### Clock nets, run 1

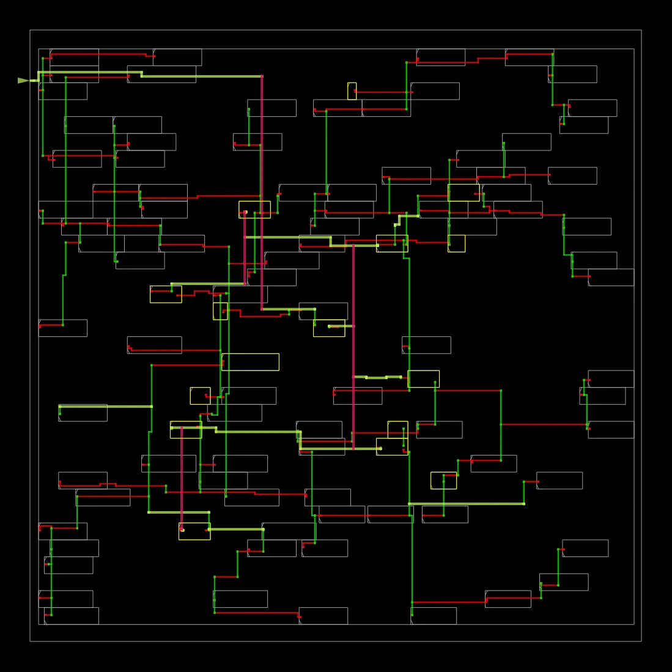
### The metal 1 layer, run 1

Supply wires on this layer in grey.
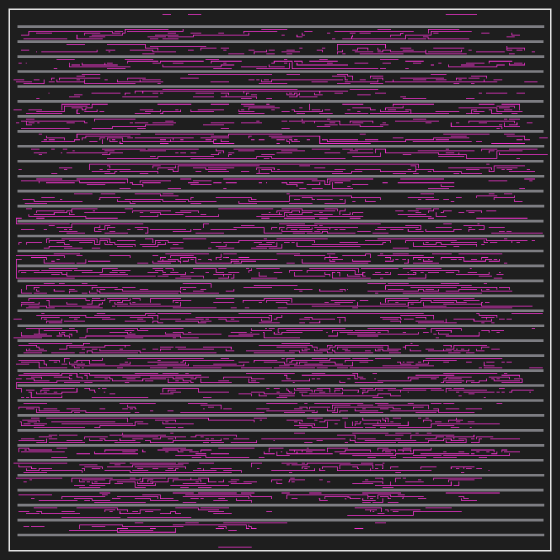
### Floorplan with the power grid, run 1

Pins as bars on the die edge.
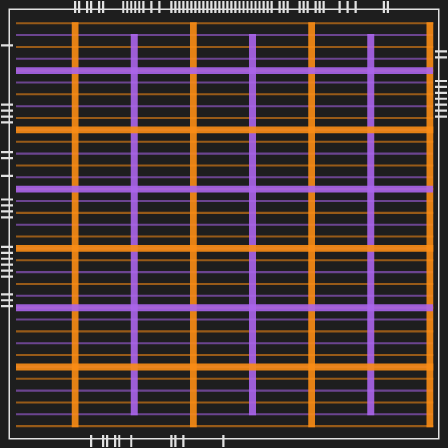
### config.mk
export PLATFORM = sky130hd
export DESIGN_NAME = bot_updt_handshake
export DESIGN_NICKNAME = d
export VERILOG_FILES = /design/src/rtl/bot_updt_handshake.sv
export SDC_FILE = /design/constraint.sdc
export NUM_CORES = 1
export LEC_CHECK = 0
export ABC_AREA = 1
export CAP_MARGIN = 20
export CORE_UTILIZATION = 46
export CTS_CLUSTER_SIZE = 20
export DETAILED_ROUTE_END_ITERATION = 8
export PLACE_DENSITY_LB_ADDON = 0.08
export SETUP_SLACK_MARGIN = 0.5
export SLEW_MARGIN = 5
export SYNTH_ARGS = -nofsm -noshare
export SYNTH_HDL_FRONTEND = slang
export SYNTH_SLANG_ARGS = --single-unit
### constraint.sdc
create_clock -name clk -period 1.4 [get_ports clk]
set_input_delay 0.42 -clock clk [delete_from_list [all_inputs] [get_ports clk]]
set_output_delay 0.42 -clock clk [all_outputs]
set_load 0.03 [all_outputs]
### src/rtl/bot_updt_handshake.sv
// Handshake between the Rojobot update strobe and the MIPS I/O port.
// Synchronises the raw strobe, holds a pending flag until the CPU acks it,
// snapshots the info word, and keeps overrun/update/timeout diagnostics.
module bot_updt_handshake #(
  parameter int unsigned TIMEOUT_CYC = 5000000,
  parameter int unsigned TMR_W       = 24
) (
  input  logic        clk,
  input  logic        reset,
  input  logic        BotUpdt,
  input  logic [31:0] BotInfo_in,
  input  logic        IO_INT_ACK,
  output logic        IO_BotUpdt_Sync,
  output logic [31:0] IO_BotInfo,
  output logic [7:0]  Overrun_Cnt,
  output logic [15:0] Updt_Cnt,
  output logic        Ack_Timeout
);

  localparam logic [TMR_W-1:0] TmrMax = TMR_W'(TIMEOUT_CYC);
  // Timeout asserts on the increment that brings the timer to TIMEOUT_CYC-1.
  localparam logic [TMR_W-1:0] TmrSet = TMR_W'(TIMEOUT_CYC - 2);

  typedef enum logic [0:0] {StIdle, StPending} state_e;

  state_e            state_q, state_d;
  logic              s1, s2, s3;
  logic              lvl1, lvl2;
  logic              hold_q;
  logic              ack_d;
  logic [TMR_W-1:0]  timer_q, timer_d;
  logic              tout_q, tout_d;
  logic [31:0]       info_q;
  logic [7:0]        ovr_q;
  logic [15:0]       updt_q;
  logic              capture, overrun;
  logic              upd_rise, ack_rise;

  // Three-stage synchroniser for the raw update strobe.
  always_ff @(posedge clk) begin
    if (reset) begin
      s1 <= 1'b0;
      s2 <= 1'b0;
      s3 <= 1'b0;
    end else begin
      s1 <= BotUpdt;
      s2 <= s1;
      s3 <= s2;
    end
  end

  // Unreset level tracker: lets reset see whether the strobe is already high.
  always_ff @(posedge clk) begin
    lvl1 <= BotUpdt;
    lvl2 <= lvl1;
  end

  // A strobe still high through reset counts as consumed until it drops low.
  always_ff @(posedge clk) begin
    if (reset) begin
      hold_q <= lvl2;
    end else if (!lvl2) begin
      hold_q <= 1'b0;
    end
  end

  // Ack edge detector register.
  always_ff @(posedge clk) begin
    if (reset) begin
      ack_d <= 1'b0;
    end else begin
      ack_d <= IO_INT_ACK;
    end
  end

  assign upd_rise = s2 & ~s3 & ~hold_q;
  assign ack_rise = IO_INT_ACK & ~ack_d;

  // Next-state, capture and timer decisions.
  always_comb begin
    state_d = state_q;
    timer_d = timer_q;
    tout_d  = tout_q;
    capture = 1'b0;
    overrun = 1'b0;
    unique case (state_q)
      StIdle: begin
        if (upd_rise) begin
          state_d = StPending;
          capture = 1'b1;
          timer_d = '0;
          tout_d  = 1'b0;
        end
      end
      StPending: begin
        if (upd_rise) begin
          capture = 1'b1;
          timer_d = '0;
          if (ack_rise) begin
            // New update replaces the one just acknowledged.
            tout_d = 1'b0;
          end else begin
            overrun = 1'b1;
          end
        end else if (ack_rise) begin
          state_d = StIdle;
          timer_d = '0;
          tout_d  = 1'b0;
        end else begin
          if (timer_q != TmrMax) begin
            timer_d = timer_q + 1'b1;
          end
          if (timer_q == TmrSet) begin
            tout_d = 1'b1;
          end
        end
      end
      default: state_d = StIdle;
    endcase
  end

  // State, snapshot and diagnostic counters.
  always_ff @(posedge clk) begin
    if (reset) begin
      state_q <= StIdle;
      timer_q <= '0;
      tout_q  <= 1'b0;
      info_q  <= 32'h0;
      ovr_q   <= 8'h0;
      updt_q  <= 16'h0;
    end else begin
      state_q <= state_d;
      timer_q <= timer_d;
      tout_q  <= tout_d;
      if (capture) begin
        info_q <= BotInfo_in;
        updt_q <= updt_q + 16'h1;
      end
      if (overrun && (ovr_q != 8'hFF)) begin
        ovr_q <= ovr_q + 8'h1;
      end
    end
  end

  assign IO_BotUpdt_Sync = (state_q == StPending);
  assign IO_BotInfo      = info_q;
  assign Overrun_Cnt     = ovr_q;
  assign Updt_Cnt        = updt_q;
  assign Ack_Timeout     = tout_q;

endmodule
==> qor.csv, run 1 <==
metric;value;unit
clk_path_buf_depth;2;
die_w;98.24;um
worst_hold_startpoint;lvl1$_DFF_P_;
powerDensity;683.1;nW/um2
yosysTopAreaCell;dfxtp_1;
reg2reg_from;timer_q[0]$_SDFFE_PP0P_;
syn_to_final_growth;78.65;%
arrival;1.94;ns
wire_per_inst;19.10;um
vias;5273;
finalHoldViolations;0;
power_leader;registers;
setup-violations-final;84;
critical-path-slowest-cell;dfxtp_2;
fp_nets;655;
whs_path_depth;0;
fin_area;7611;um2
hold_buffers;0;
lay_top_count;nand2_1;
portBuffers;93;
yosys-top-cells-area;dfxtp_1, nand2_1, a21oi_1, inv_1, nor2_1;
post-place-ws;-0.5504;ns
place_congestion;0.8222;
p_seq;2.59;mW
r2r_setup_slack;-0.25;ns
synthTopCellsByCount;nand2_1, dfxtp_1, inv_1;
outcome;finished, violations left;
grt_max_degree;33;
synth_cells;614;
cts-htree-levels;3;
crit_path_max_incr_delay;0.35;ns
post_cts_buffers;38;
ys_seq_share;42.06;%
drt-total-wl;17.97;mm
firstDrtPassIters;7;
yosys_area;4260;um2
setup_ws;-0.2468;ns
dpl_cell_area;5776;um2
antenna_found_initial;1;
drt_iter0_markers;389;
crit_fanout;11;
yosysUniqueCellTypes;34;
crit_cells;10;
post-route-drc-count;0;
async_reset_ff_share;0;%
cp.required;1.69;ns
fin_util;86.02;%
cp_top_family;simple AND/OR/NAND/NOR gates;
holdWs;0.3510;ns
avgSynthCellArea;6.939;um2
overflow;0;
synth_top_area_share;41.35;%
cts-resized-gates;235;
grtUsageTotal;30.22;%
yosysCellCount;614;
lay_top_cells;nand2_1, buf_4, buf_6;
fin_crit_sh;117.6;%
timing.fmax;0.6072;GHz
rsz0062_at_grt;yes;
p_clk;1.90;mW
fp_util;48.15;%
path_cells;inv_2 > ha_4 > nor3b_4 > nand2_2 > nor2_4 > nand2_4 > buf_12 > nand4_1 > nand2_1 > a21oi_1;
ios;94;
relSlewSlack;73.69;%
warnings;31;
dieArea;9650;um2
first_global_vias;4767;
grt_pass1_wl;22.96;mm
combinationalPowerShare;13.6;%
worstMarginPinSlew;0.3917;ns
violations;negative setup slack;
root_buffer;clkbuf_8;
p_clk_share;36.6;%
crit_buf_inv;2;
path_clk_slew;0.11;ns
nets;868;
## Picture notes: 'Clock nets'
Clock buffer cells: 11
CTS Sinks: 89
clk latency late pin: 0.38 ns
Worst Skew: 0.01396 ns
CTS Buf Count: 9

## Picture notes: 'The metal 1 layer'
- share of all routed wire: 37%
- main direction: horizontal
- longest straight run: 59.8 um
- wire length on this layer: 6,610 um
- nets with wire on the layer: 797

## Picture notes: 'Floorplan with the power grid'
- VSS: orange
- VDD: purple
- signal pins: 94
- met5 straps: 6
- met4 straps: 7
Core Region: 8848 um2
Worst VDD drop: 0.0005761 V

## run 1: worst max-delay path by stage
stage,start,end,slack (ns)
global placement,IO_INT_ACK,Overrun_Cnt[4]$_SDFFE_PP0P_,-0.51
finish,timer_q[0]$_SDFFE_PP0P_,timer_q[9]$_SDFFE_PP0P_,-0.25
detailed placement,IO_INT_ACK,Overrun_Cnt[4]$_SDFFE_PP0P_,-0.55
global route,timer_q[0]$_SDFFE_PP0P_,timer_q[9]$_SDFFE_PP0P_,-0.37
CTS,timer_q[0]$_SDFFE_PP0P_,timer_q[6]$_SDFFE_PP0P_,-0.14
floorplan,timer_q[0]$_SDFFE_PP0P_,timer_q[1]$_SDFFE_PP0P_,-0.008
## run 1: cells by family (layout without fill, tap and decap cells)
group	after synthesis	count (layout)	synth area share, %
AND-OR/OR-AND	90	90	11.51
XOR/XNOR	2	2	0.4112
adder cells (fa/ha/maj)	5	5	1.468
buffers and inverters	97	315	9.457
flip-flops	89	89	42.06
other	0	1	0
AND/OR/NAND/NOR	331	331	35.10
## run 1: state kept, by name (all words and copies together) (netlist names)
name / count
IO_BotInfo: 32
timer_q: 24
Updt_Cnt: 16
Overrun_Cnt: 8
Ack_Timeout: 1
IO_BotUpdt_Sync: 1
ack_d: 1
hold_q: 1
lvl1: 1
lvl2: 1
s1: 1
s2: 1
s3: 1
## run 1: layer usage
layer  vias to the layer above  GRT usage [%]  wire (um)
li1                       2385              -          -
met1                      2511          34.08       6614
met2                       274          54.82       9146
met3                       103          5.011       1141
met4                         0          15.38       1070
met5                         -              0          0
## run 1: area by class of cell
class	instances	area (um2)
Antenna cell	1	2.502
Clock buffer	11	152.6
Clock inverter	5	42.54
Fill cell	433	1237
Inverter	77	314.1
Multi-Input combinational cell	428	2838
Sequential cell	89	1909
Tap cell	108	135.1
Timing Repair Buffer	222	2217
--- run 2 (diff from run 1) ---
--- a/config.mk
+++ b/config.mk
@@ -12,7 +12,7 @@
 export DETAILED_ROUTE_END_ITERATION = 8
 export PLACE_DENSITY_LB_ADDON = 0.08
 export SETUP_SLACK_MARGIN = 0.5
-export SLEW_MARGIN = 5
+export SLEW_MARGIN = 20
 export SYNTH_ARGS = -nofsm -noshare
 export SYNTH_HDL_FRONTEND = slang
 export SYNTH_SLANG_ARGS = --single-unit
==> run 2 against run 1 <==
  * The flow still finishes with violations (negative setup slack)
  * Largest power group unchanged
  * First-iteration DRC count did not move
  * Non-clock buffer count did not move
  * Critical endpoint unchanged
  * Via count did not move
  * Highest routed layer unchanged
==> qor.csv, run 2 <==
metric;value;unit
outcome;finished, violations left;
violations;negative setup slack;
synthTopCellsByCount;nand2_1, dfxtp_1, inv_1;
synth_cells;614;
finalHoldViolations;0;
clock_latency;0.38;ns
timing.fmax;0.6072;GHz
dpl_cell_area;5776;um2
fillers;433;
root_buffer;clkbuf_8;
critical-path-slowest-cell;dfxtp_2;
yosysUniqueCellTypes;34;
synth_area;4260;um2
rsz0062_at_grt;yes;
fp_util;48.15;%
arrival;1.94;ns
synth.most_common_cell;nand2_1;
finalSetupTns;-10.01;ns
yosys_area;4260;um2
firstDrtPassIters;7;
yosysCellCount;614;
cp.required;1.69;ns
r2r_setup_slack;-0.25;ns
setup-violations-final;84;
grt_max_degree;33;
relSlewSlack;73.69;%
syn_to_final_growth;78.65;%
avgSynthCellArea;6.939;um2
fin_area;7611;um2
portBuffers;93;
dieArea;9650;um2
ys_seq_share;42.06;%
path_cells;inv_2 > ha_4 > nor3b_4 > nand2_2 > nor2_4 > nand2_4 > buf_12 > nand4_1 > nand2_1 > a21oi_1;
holdWs;0.3510;ns
vdd_drop_max;0.0005761;V
grt_pass1_wl;22.96;mm
largest_reg_flops;32;
post-route-drc-count;0;
nets;868;
antenna_found_initial;1;
post-place-ws;-0.5504;ns
fp_nets;655;
drt-total-wl;17.97;mm
wire_per_inst;19.10;um
die_w;98.24;um
worst_clock_skew;0.01396;ns
ff_type;dfxtp_1;
grtUsageTotal;30.22;%
numCtsBuffers;9;
synth_top_area_share;41.35;%
first_global_vias;4767;
worstMarginPinSlew;0.3917;ns
lay_top_cells;nand2_1, buf_4, buf_6;
warnings;31;
drt_iter0_markers;389;
yosys-top-cells-area;dfxtp_1, nand2_1, a21oi_1, inv_1, nor2_1;
vias;5273;
hold_buffers;0;
async_reset_ff_share;0;%
clk_path_buf_depth;2;
cts-htree-levels;3;
logic_area;2838;um2
fin_crit_sh;117.6;%
crit_buf_inv;2;
yosysTopAreaCell;dfxtp_1;
drv_slew;0;
crit_fanout;11;
setup_ws;-0.2468;ns
ios;94;
powerDensity;683.1;nW/um2
place_congestion;0.8222;
## run 2: cell counts after synthesis
No cell type changed its count.
## run 2: cell type report
class                           count  share of cell area (%)
Multi-Input combinational cell    428                   37.28
Sequential cell                    89                   25.09
Timing Repair Buffer              222                   29.13
Tap cell                          108                   1.775
Clock inverter                      5                  0.5589
Clock buffer                       11                   2.006
Inverter                           77                   4.126
Antenna cell                        1                 0.03288
## run 2: per-layer routing
layer,track usage [%],up-vias,part of all wire [%]
met1,34.08,2511,37
met4,15.38,0,6.0
met5,0,-,0
met2,54.82,274,51
li1,-,2385,-
met3,5.011,103,6.3
## run 2: worst paths after layout
path	startpoint	to	cells past startpoint
setup / recovery	timer_q[0]$_SDFFE_PP0P_	timer_q[9]$_SDFFE_PP0P_	10
setup reg to reg	timer_q[0]$_SDFFE_PP0P_	timer_q[9]$_SDFFE_PP0P_	10
hold reg to reg	lvl1$_DFF_P_	lvl2$_DFF_P_	0
hold / removal	lvl1$_DFF_P_	lvl2$_DFF_P_	0
## run 2: where the power goes
group          internal, mW  switching [mW]  leakage (nW)
Combinational         0.325           0.380          2.39
Clock                 0.784            1.12        0.0979
Sequential             2.55          0.0376         0.759
Total                  3.66            1.54          3.25
## run 2: cells by family after synthesis
group / Yosys count / share of synthesized area (%)
flip-flops: 89 / 42.06
AND-OR/OR-AND: 90 / 11.51
adder cells (fa/ha/maj): 5 / 1.468
buffers and inverters: 97 / 9.457
XOR/XNOR: 2 / 0.4112
AND/OR/NAND/NOR: 331 / 35.10
## run 2: timing repair
item                                    4_1_cts  5_1_grt
buffers inserted                             38       23
endpoints found under the setup margin      140      141
gates resized                               235       85
gates cloned                                  3        0
pin swaps                                    40       46
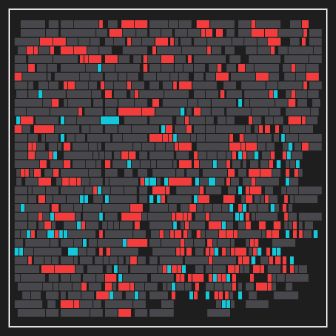
*Selected gate families, run 2*
- inverters: cyan (cells 77)
- NAND gates: red (cells 238; where spread over the die)
non-filler cells, final: 941
Commonest Layout Cell: nand2_1
Comb/total area: 37.28%

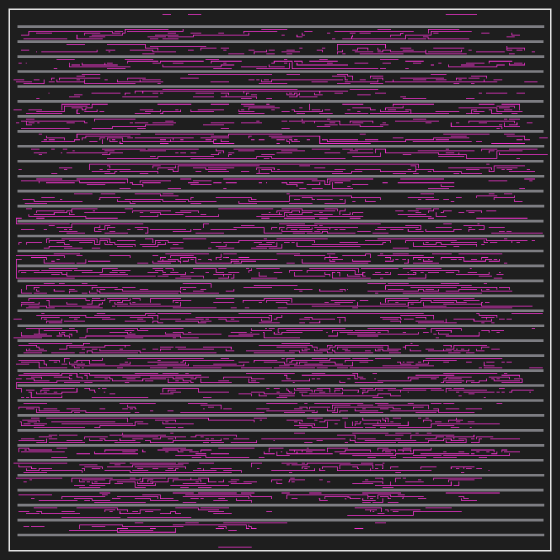
*The metal 1 layer, run 2*
Supply wires on this layer in grey.
- nets with wire on the layer: 797
- main direction: horizontal

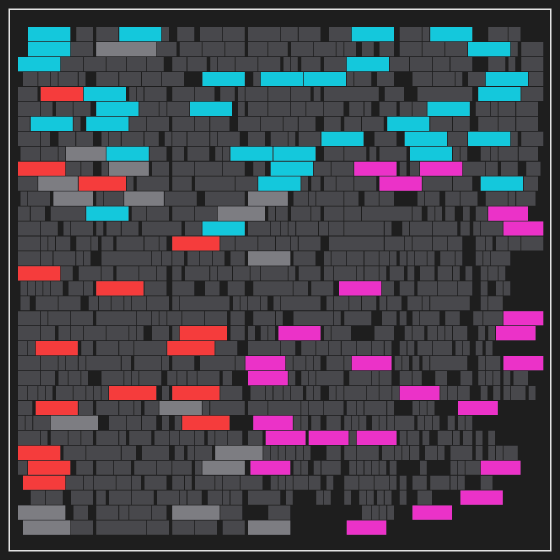
*Register map, names as in the netlist, run 2*
- Updt_Cnt: red (placed flops 16)
- timer_q: magenta (placed flops 24)
- IO_BotInfo: cyan (placed flops 32)
register area: 1909 um2
Finished Core Util: 86.02%

### Floorplan with the power grid, run 2

Pins as bars on the die edge.
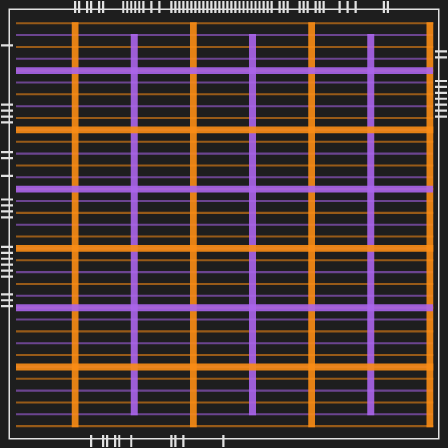

--- run 3 (diff from run 2) ---
--- a/config.mk
+++ b/config.mk
@@ -10,8 +10,9 @@
 export CORE_UTILIZATION = 46
 export CTS_CLUSTER_SIZE = 20
 export DETAILED_ROUTE_END_ITERATION = 8
+export MAX_ROUTING_LAYER = met4
 export PLACE_DENSITY_LB_ADDON = 0.08
-export SETUP_SLACK_MARGIN = 0.5
+export SETUP_SLACK_MARGIN = 0.02
 export SLEW_MARGIN = 20
 export SYNTH_ARGS = -nofsm -noshare
 export SYNTH_HDL_FRONTEND = slang
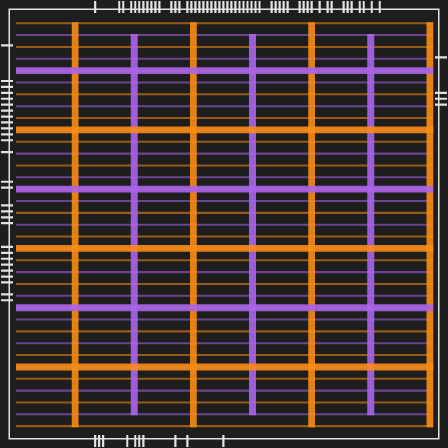
*Floorplan with the power grid, run 3*
Pins as bars on the die edge.
DIE WIDTH: 98.24 um
Die Y: 98.24 um
Worst VDD drop: 0.0004979 V

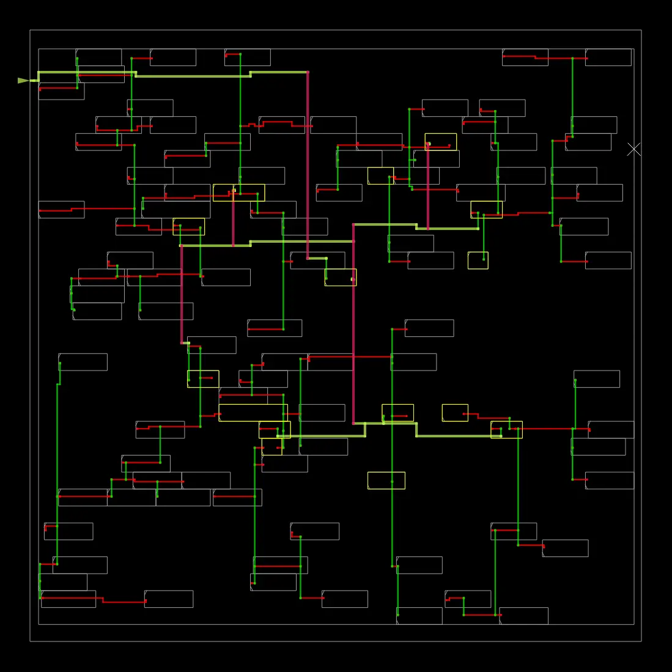
*Clock nets, run 3*
clk latency late pin: 0.37 ns
Worst Skew: 0.01346 ns
clk pwr: 1.92 mW

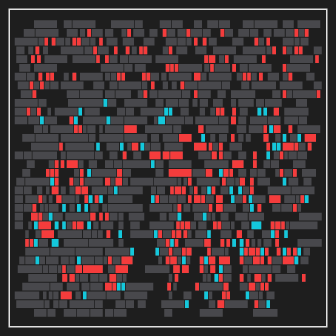
*Selected gate families, run 3*
non-filler cells, final: 901
Comb/total area: 36.28%

==> run 3 against run 2 <==
  * The run ends with design-rule violations, negative setup slack left
  * Global-route usage decreased by 6.0 points
  * Combinational power decreased by about 30%
  * Critical path type unchanged
  * Largest power group unchanged
  * Worst hold slack got worse by 0.012 ns
  * Sequential cell count unchanged
  * Utilization decreased by 13 points
  * Count of clock-buffer cells in the layout decreased by 2
  * Sequential share of layout area increased by 3.8 points
  * Clock skew about the same
  * Worst setup slack improved by 0.16 ns
  * Power decreased by 3.9%
  * Synthesized area unchanged
  * Via count decreased by 16%
==> qor.csv, run 3 <==
metric;value;unit
grtUsageTotal;24.19;%
finalSetupTns;-1.684;ns
fillers;713;
fp_nets;655;
fp_util;48.15;%
cts-htree-levels;3;
overflow;0;
crit_cells;10;
dieArea;9650;um2
nets;829;
cp.required;1.70;ns
rsz0062_at_grt;yes;
clock_sinks;89;
relSlewSlack;76.18;%
setup-violations-final;27;
timing.fmax;0.6708;GHz
yosys_area;4260;um2
crit_buf_inv;2;
violations;design-rule violations, negative setup slack;
coreArea;8848;um2
p_int;3.672;mW
finalHoldViolations;0;
arrival;1.80;ns
drv_slew;0;
largest_reg_flops;32;
ios;94;
p_clk_share;38.3;%
synthSimpleGateAreaFrac;35.10;%
p_seq;2.58;mW
ys_seq_share;42.06;%
ys_sh_mux;0;%
yosys_warnings;0;
synthXorXnorAreaFrac;0.4112;%
async_reset_ff_share;0;%
path_cells;ha_2 > nand3_1 > nor2_1 > nand3_1 > nor2_2 > buf_4 > nand2_1 > nand2_1 > inv_1 > nor2_1;
vias;4446;
worstMarginPinSlew;0.3546;ns
warnings;31;
synth.cellmix.adderShare;1.468;%
holdWs;0.3392;ns
combinationalPowerShare;9.9;%
synth.most_common_cell;nand2_1;
seqPwrFrac;51.7;%
whs_path_depth;0;
p_comb;0.496;mW
powerDensity;776.3;nW/um2
outcome;finished, violations left;
portBuffers;93;
lay_top_count;nand2_1;
wire_per_inst;12.41;um
sw_frac_of_total;26.51;%
antenna_cells;0;
post-route-drc-count;1;
power.switching;1.324;mW
ys_top_logic_family;simple AND/OR/NAND/NOR gates;
antenna_found_initial;0;
synthTopCellsByCount;nand2_1, dfxtp_1, inv_1;
synth_top_area_share;41.35;%
synthAoiAreaFrac;11.51;%
drt_iter0_markers;179;
syn_to_final_growth;51.07;%
critical-path-slowest-cell;dfxtp_2;
power_leader;registers;
root_buffer;clkbuf_8;
synth_cells;614;
grt_pass1_wl;18.44;mm
lay_top_cells;nand2_1, buf_4, inv_1;
cp_top_family;simple AND/OR/NAND/NOR gates;
synth_area;4260;um2
numCtsBuffers;9;
yosysUniqueCellTypes;34;
yosysTopAreaCell;dfxtp_1;
reg2reg_depth;10;
setup_ws;-0.09076;ns
first_global_vias;4167;
crit_fanout;4;
firstDrtPassIters;6;
yosysCellCount;614;
clk_path_buf_depth;2;
avgSynthCellArea;6.939;um2
==> run 3: cell counts after synthesis <==
No cell type changed its count.
==> run 3: layout make-up <==
class | count | area (um2) | share of cell area, %
repair buffers | 183 | 1589 | 24.69
clock buffers | 9 | 123.9 | 1.925
flip-flops and latches | 89 | 1859 | 28.89
well taps | 108 | 135.1 | 2.100
clock inverters | 7 | 95.09 | 1.477
multi-input cells | 428 | 2335 | 36.28
inverters | 77 | 299.0 | 4.646
==> run 3: timing repair <==
item | CTS | global route
hold buffers | 0 | 0
gates resized | 64 | 69
setup endpoints to repair | 54 | 86
pin swaps | 19 | 24
buffers inserted | 11 | 8
==> run 3: through the flow <==
stage               area [um2]  worst slack, ns  utilization [%]
floorplan                 4322         -0.02110                -
global placement          5724          -0.5480            64.69
detailed placement        5724          -0.5892            64.69
CTS                       6186          -0.1021            69.91
global route              6436          -0.2250            72.74
finish                    6436         -0.09076            72.74
==> run 3: worst paths after layout <==
path,end,start,slack [ns]
worst max-delay path,timer_q[14]$_SDFFE_PP0P_,timer_q[1]$_SDFFE_PP0P_,-0.09
worst min-delay path,lvl2$_DFF_P_,lvl1$_DFF_P_,0.34
worst max register to register,timer_q[14]$_SDFFE_PP0P_,timer_q[1]$_SDFFE_PP0P_,-0.09
worst min register to register,lvl2$_DFF_P_,lvl1$_DFF_P_,0.34
==> run 3: metal layers <==
| metal | vias up | global-route usage (%) | wire [um] |
|---|---|---|---|
| li1 | 2293 | - | - |
| met1 | 2027 | 28.99 | 4855 |
| met2 | 107 | 41.87 | 5651 |
| met3 | 19 | 4.366 | 529 |
| met4 | 0 | 6.200 | 148 |
| met5 | - | - | 0 |
Power figures rest on the tool's default switching activity, not on a simulated workload.
